<file path="config.mk">
export PLATFORM = sky130hd
export DESIGN_NAME = adder_tree_accum
export DESIGN_NICKNAME = d
export VERILOG_FILES = /design/src/rtl/cnn_acc_pkg.sv /design/src/rtl/adder_tree_level.sv /design/src/rtl/adder_tree_accum.sv
export SDC_FILE = /design/constraint.sdc
export NUM_CORES = 1
export LEC_CHECK = 0
export CELL_PAD_IN_SITES_DETAIL_PLACEMENT = 0
export CELL_PAD_IN_SITES_GLOBAL_PLACEMENT = 1
export CORE_MARGIN = 5
export CORE_UTILIZATION = 44
export CTS_BUF_LIST = sky130_fd_sc_hd__clkbuf_2 sky130_fd_sc_hd__clkbuf_4 sky130_fd_sc_hd__clkbuf_8
export CTS_CLUSTER_DIAMETER = 50
export CTS_CLUSTER_SIZE = 28
export DETAILED_ROUTE_END_ITERATION = 8
export GPL_ROUTABILITY_DRIVEN = 0
export PLACE_DENSITY = 0.76
export SLEW_MARGIN = 25
export SYNTH_ARGS = -nofsm -noshare
export SYNTH_HDL_FRONTEND = slang
export SYNTH_SLANG_ARGS = --single-unit
</file>
<file path="constraint.sdc">
create_clock -name clk_i -period 3.8 [get_ports clk_i]
set_input_delay 0.38 -clock clk_i [delete_from_list [all_inputs] [get_ports clk_i]]
set_output_delay 0.38 -clock clk_i [all_outputs]
set_load 0.005 [all_outputs]
</file>
<file path="src/rtl/cnn_acc_pkg.sv">
// Shared width helpers and types for the CNN adder-tree accumulator.
package cnn_acc_pkg;

  // Default operand count and width used across the accelerator datapath.
  localparam int unsigned CnnNIn = 6;
  localparam int unsigned CnnInW = 6;

  typedef enum logic [0:0] {StIdle, StAccum} acc_state_e;

  function automatic int unsigned tree_depth(input int unsigned n);
    return $clog2(n);
  endfunction

  function automatic int unsigned sum_w(input int unsigned in_w, input int unsigned n);
    return in_w + tree_depth(n);
  endfunction

  function automatic int unsigned out_w(input int unsigned in_w, input int unsigned n,
                                        input int unsigned acc_len);
    return sum_w(in_w, n) + $clog2(acc_len);
  endfunction

  // Number of entries present at tree level k (level 0 = extended operands).
  function automatic int unsigned level_count(input int unsigned n, input int unsigned k);
    int unsigned c;
    c = n;
    for (int unsigned i = 0; i < k; i++) c = (c + 1) / 2;
    return c;
  endfunction

  // Bit offset of level k inside the flattened tree bus.
  function automatic int unsigned level_offset(input int unsigned n, input int unsigned k,
                                               input int unsigned w);
    int unsigned off;
    off = 0;
    for (int unsigned i = 0; i < k; i++) off += level_count(n, i) * w;
    return off;
  endfunction

endpackage

</file>
<file path="src/rtl/adder_tree_level.sv">
// One registered adder-tree level: sums adjacent pairs, forwards an odd leftover.
module adder_tree_level #(
  parameter int unsigned NumIn = 2,
  parameter int unsigned Width = 8
) (
  input  logic                               clk_i,
  input  logic                               rst_i,
  input  logic                               enable_i,
  input  logic                               valid_i,
  input  logic                               last_i,
  input  logic [NumIn*Width-1:0]             data_i,
  output logic                               valid_o,
  output logic                               last_o,
  output logic [((NumIn+1)/2)*Width-1:0]     data_o
);

  localparam int unsigned NumOut = (NumIn + 1) / 2;

  logic [NumOut*Width-1:0] data_d, data_q;
  logic                    valid_q, last_q;

  // Pairwise sums; the trailing entry of an odd-sized level passes through unchanged.
  always_comb begin
    data_d = '0;
    for (int unsigned i = 0; i < NumOut; i++) begin
      if (2 * i + 1 < NumIn) begin
        data_d[i*Width +: Width] = data_i[2*i*Width +: Width] + data_i[(2*i+1)*Width +: Width];
      end else begin
        data_d[i*Width +: Width] = data_i[2*i*Width +: Width];
      end
    end
  end

  // Level register; frozen entirely while enable is low.
  always_ff @(posedge clk_i or posedge rst_i) begin
    if (rst_i) begin
      data_q  <= '0;
      valid_q <= 1'b0;
      last_q  <= 1'b0;
    end else if (enable_i) begin
      data_q  <= data_d;
      valid_q <= valid_i;
      last_q  <= last_i;
    end
  end

  assign data_o  = data_q;
  assign valid_o = valid_q;
  assign last_o  = last_q;

endmodule

</file>
<file path="src/rtl/adder_tree_accum.sv">
// Pipelined N-input adder tree followed by a multi-beat accumulator with valid/last sideband.
module adder_tree_accum
  import cnn_acc_pkg::*;
#(
  parameter int unsigned N_IN    = CnnNIn,
  parameter int unsigned IN_W    = CnnInW,
  parameter int unsigned ACC_LEN = 4,
  parameter bit          SIGNED  = 1'b0,
  localparam int unsigned OUT_W  = out_w(IN_W, N_IN, ACC_LEN),
  localparam int unsigned CNT_W  = $clog2(ACC_LEN) + 1
) (
  input  logic                   clk_i,
  input  logic                   rst_i,
  input  logic                   enable_i,
  input  logic                   in_valid_i,
  input  logic                   in_last_i,
  input  logic [N_IN*IN_W-1:0]   in_data_i,
  output logic                   out_valid_o,
  output logic [OUT_W-1:0]       out_data_o,
  output logic [CNT_W-1:0]       out_beats_o
);

  localparam int unsigned D     = tree_depth(N_IN);
  localparam int unsigned SUM_W = sum_w(IN_W, N_IN);
  localparam int unsigned BUS_W = level_offset(N_IN, D + 1, SUM_W);

  // All tree levels packed back to back; level 0 is the registered, extended operand set.
  logic [BUS_W-1:0]       tree_bus;
  logic [D:0]             tree_valid, tree_last;
  logic [N_IN*SUM_W-1:0]  ent_d, ent_q;
  logic                   ent_valid_q, ent_last_q;
  logic [SUM_W-1:0]       tree_sum;
  logic [OUT_W-1:0]       sum_ext, acc_new;
  logic                   closing;

  acc_state_e             state_d, state_q;
  logic [CNT_W-1:0]       cnt_d, cnt_q;
  logic [OUT_W-1:0]       acc_d, acc_q;
  logic [OUT_W-1:0]       out_data_d, out_data_q;
  logic [CNT_W-1:0]       out_beats_d, out_beats_q;
  logic                   out_valid_d, out_valid_q;

  for (genvar i = 0; i < N_IN; i++) begin : g_ext
    logic [IN_W-1:0] op;
    assign op = in_data_i[i*IN_W +: IN_W];
    if (SIGNED) begin : g_sign
      assign ent_d[i*SUM_W +: SUM_W] = SUM_W'(signed'(op));
    end else begin : g_zero
      assign ent_d[i*SUM_W +: SUM_W] = SUM_W'(op);
    end
  end

  // Entry register; last is only meaningful alongside valid.
  always_ff @(posedge clk_i or posedge rst_i) begin
    if (rst_i) begin
      ent_q       <= '0;
      ent_valid_q <= 1'b0;
      ent_last_q  <= 1'b0;
    end else if (enable_i) begin
      ent_q       <= ent_d;
      ent_valid_q <= in_valid_i;
      ent_last_q  <= in_valid_i & in_last_i;
    end
  end

  assign tree_bus[N_IN*SUM_W-1:0] = ent_q;
  assign tree_valid[0]            = ent_valid_q;
  assign tree_last[0]             = ent_last_q;

  for (genvar k = 0; k < D; k++) begin : g_level
    localparam int unsigned NIn    = level_count(N_IN, k);
    localparam int unsigned NOut   = level_count(N_IN, k + 1);
    localparam int unsigned OffIn  = level_offset(N_IN, k, SUM_W);
    localparam int unsigned OffOut = level_offset(N_IN, k + 1, SUM_W);

    adder_tree_level #(
      .NumIn (NIn),
      .Width (SUM_W)
    ) u_level (
      .clk_i    (clk_i),
      .rst_i    (rst_i),
      .enable_i (enable_i),
      .valid_i  (tree_valid[k]),
      .last_i   (tree_last[k]),
      .data_i   (tree_bus[OffIn +: NIn*SUM_W]),
      .valid_o  (tree_valid[k+1]),
      .last_o   (tree_last[k+1]),
      .data_o   (tree_bus[OffOut +: NOut*SUM_W])
    );
  end

  assign tree_sum = tree_bus[level_offset(N_IN, D, SUM_W) +: SUM_W];

  if (SIGNED) begin : g_acc_sign
    assign sum_ext = OUT_W'(signed'(tree_sum));
  end else begin : g_acc_zero
    assign sum_ext = OUT_W'(tree_sum);
  end

  // Accumulator FSM: start a fresh sum in StIdle, close on count reached or last.
  always_comb begin
    state_d     = state_q;
    cnt_d       = cnt_q;
    acc_d       = acc_q;
    out_data_d  = out_data_q;
    out_beats_d = out_beats_q;
    out_valid_d = 1'b0;
    acc_new     = (state_q == StIdle) ? sum_ext : acc_q + sum_ext;
    closing     = tree_last[D] || (cnt_q == CNT_W'(ACC_LEN - 1));
    if (tree_valid[D]) begin
      acc_d = acc_new;
      if (closing) begin
        out_data_d  = acc_new;
        out_beats_d = cnt_q + CNT_W'(1);
        out_valid_d = 1'b1;
        cnt_d       = '0;
        state_d     = StIdle;
      end else begin
        cnt_d   = cnt_q + CNT_W'(1);
        state_d = StAccum;
      end
    end
  end

  // Accumulator and output registers; a pending pulse survives a stall and is shown on resume.
  always_ff @(posedge clk_i or posedge rst_i) begin
    if (rst_i) begin
      state_q     <= StIdle;
      cnt_q       <= '0;
      acc_q       <= '0;
      out_data_q  <= '0;
      out_beats_q <= '0;
      out_valid_q <= 1'b0;
    end else if (enable_i) begin
      state_q     <= state_d;
      cnt_q       <= cnt_d;
      acc_q       <= acc_d;
      out_data_q  <= out_data_d;
      out_beats_q <= out_beats_d;
      out_valid_q <= out_valid_d;
    end
  end

  assign out_valid_o = out_valid_q & enable_i;
  assign out_data_o  = out_data_q;
  assign out_beats_o = out_beats_q;

endmodule

</file>
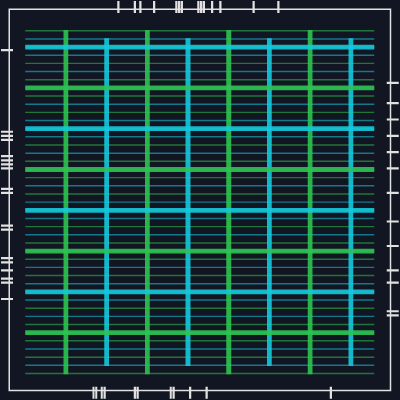
**Above:** floorplan with the power grid.
Drawn at 3 px/µm. Pins as bars on the die edge.
[VSS] green
[VDD] cyan
met5 straps: 8
met1 rails: 43
peak supply drop: 0.308 mV
chip height: 127 µm

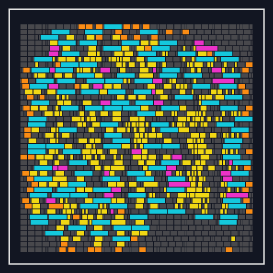
**Above:** placement by cell class.
Drawn at 2 px/µm. Fill, decap, tap and diode cells in grey.
[combinational and other logic] yellow | cells: 366 | share of their area: 42%
[sequential cells] cyan | cells: 119 | share of their area: 43%
[clock drivers and dummy loads] magenta | cells: 31 | share of their area: 6.2%
[remaining buffers and delay cells] orange | cells: 59 | share of their area: 8.5%
cell row count: 42
sequential fraction of total cell area: 41.6%
core area: 0.0133 mm²

==> notes.md <==
fresh numbers from the pnr run: post-synthesis to final-layout area growth=19.5%, final worst slack=1.69 ns, Top cell excl fill/tap=dfrtp_1, top logic cell family in the synthesized netlist=multiplexers, synthesized-area fraction occupied by adder cells=11.0%, Layout Cells excl Fill=751, longest individual stage delay on the worst path=0.38 ns, Max-Slew Margin vs Limit=43.7%, post-synthesis instance area=0.00598 mm², maximum fanout encountered on the critical timing path=3, sequential cell count of the final layout=119, residual DRC count=0, post-layout net count=653, filler cell count=1,198, Seq. pwr=1950 µW, power consumption=5400 µW, routed wire length=10.4 mm, crit end category=flip-flop, cell chain of the critical path=ha_1, inv_1, fa_1, nand2b_1, a21o_1, a21oi_1, o21ai_0, a31oi_1, o21ai_0, CP most frequent cell=o21ai_0, Multi-Input Combinational=346, P_leak=0.00316 µW, Chip Area=0.0160 mm², final cycle utilization of the critical path=55.6%, Antenna diodes=0, sink of the worst hold path=g_level[0].u_level.data_o[20]$_DFFE_PP0P_, Final Hold Slack=0.349 ns, Synth mux share=15.5%, worst hold path cell count=2, number of storage elements in the synthesis netlist=119, routed length on met3=391 µm, placed instance count=720, Largest cell class=flip-flops and latches, Total Neg Setup Slack=0 ns, sequential share of power=36.2%, most frequent cells in the layout=dfrtp_1 (119), mux2_2 (77), clkdlybuf4s50_1 (54), iteration tally of the first detailed-router pass=6, number of clock sinks seen by CTS=119, number of distinct library cells after synthesis=40, initial core utilization=45.0%, final antenna-violating net count=0, outcome=complete, no violations, synthesized-area fraction occupied by xor and xnor cells=4.25%, depth of the worst register-to-register path=9, startpoint of the worst-slack reg-to-reg timing path=g_level[2].u_level.data_o[0]$_DFFE_PP0P_, per-cell via count in the routed design=4.96, layout cells sized above 1=22.1%
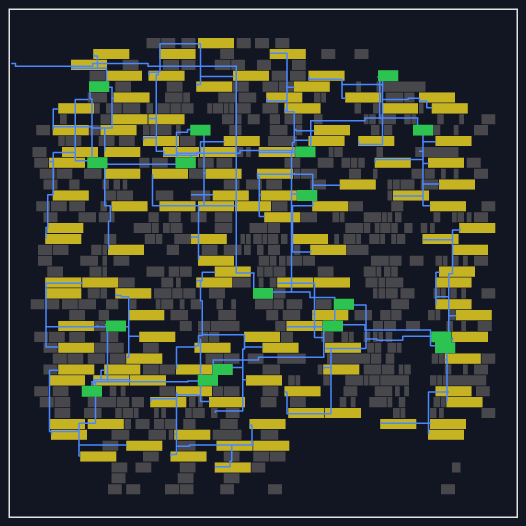
**Above:** clock distribution.
Drawn at 4 px/µm.
[flip-flops] yellow | count: 119
[clock wires] blue | length: 1,520 µm
[clock drivers] green | count: 17
routed clock nets: 18
clock latency at the later pin of the worst-skew pair: 0.43 ns
clock skew: 0.00993 ns
Clk network pwr share: 22.9%
clock distribution power: 1240 µW

-- flip-flops by register name (all words and copies together), names as in the netlist --
| register | cells |
|---|---|
| g_level.u_level.last_o | 3 |
| g_level.u_level.data_o | 45 |
| out_beats_o | 3 |
| state_q | 1 |
| out_data_o | 11 |
| ent_last_q | 1 |
| out_valid_q | 1 |
| cnt_q | 3 |
| ent_q | 36 |
| g_level.u_level.valid_o | 3 |
| ent_valid_q | 1 |
| acc_q | 11 |
-- cells in the mapped netlist, drive strengths merged --
master / instances / area share [%]
nor3: 3 / 0.25
fa: 6 / 2.0
ha: 43 / 9.0
nand2: 34 / 2.1
nand3b: 1 / 0.13
a21oi: 38 / 3.7
a21o: 11 / 1.4
mux2i: 6 / 1.0
and2: 2 / 0.21
dfrtp: 119 / 50
nor2b: 2 / 0.21
o31ai: 2 / 0.33
nand3: 2 / 0.17
o31a: 1 / 0.15
nor3b: 1 / 0.13
nand2b: 2 / 0.21
a22o: 1 / 0.15
inv: 20 / 1.3
or3: 2 / 0.21
o21bai: 10 / 1.3
o21a: 1 / 0.25
a211oi: 2 / 0.33
o21ai: 39 / 3.3
o211ai: 2 / 0.25
a31oi: 2 / 0.31
o22ai: 2 / 0.21
nor2: 24 / 1.5
xor2: 2 / 0.29
xnor2: 27 / 4.0
clkbuf: 9 / 0.56
a211o: 1 / 0.15
mux2: 77 / 14
buf: 9 / 0.73
-- worst max-delay path, delay by kind of cell, from the launching register on --
family,cells,cell delay (ns)
AOI/OAI and AO/OA,5,0.73
adders and majority gates,2,0.60
buffers and inverters,1,0.07
DFF,1,0.38
and+or+nand+nor,1,0.18
-- per-layer routing --
layer	vias to the layer above	track usage, %
met5	-	0
met4	0	4.92
met3	9	4.50
met2	51	23.3
met1	1786	17.6
li1	1880	-
Power and IR drop assume default switching activity.
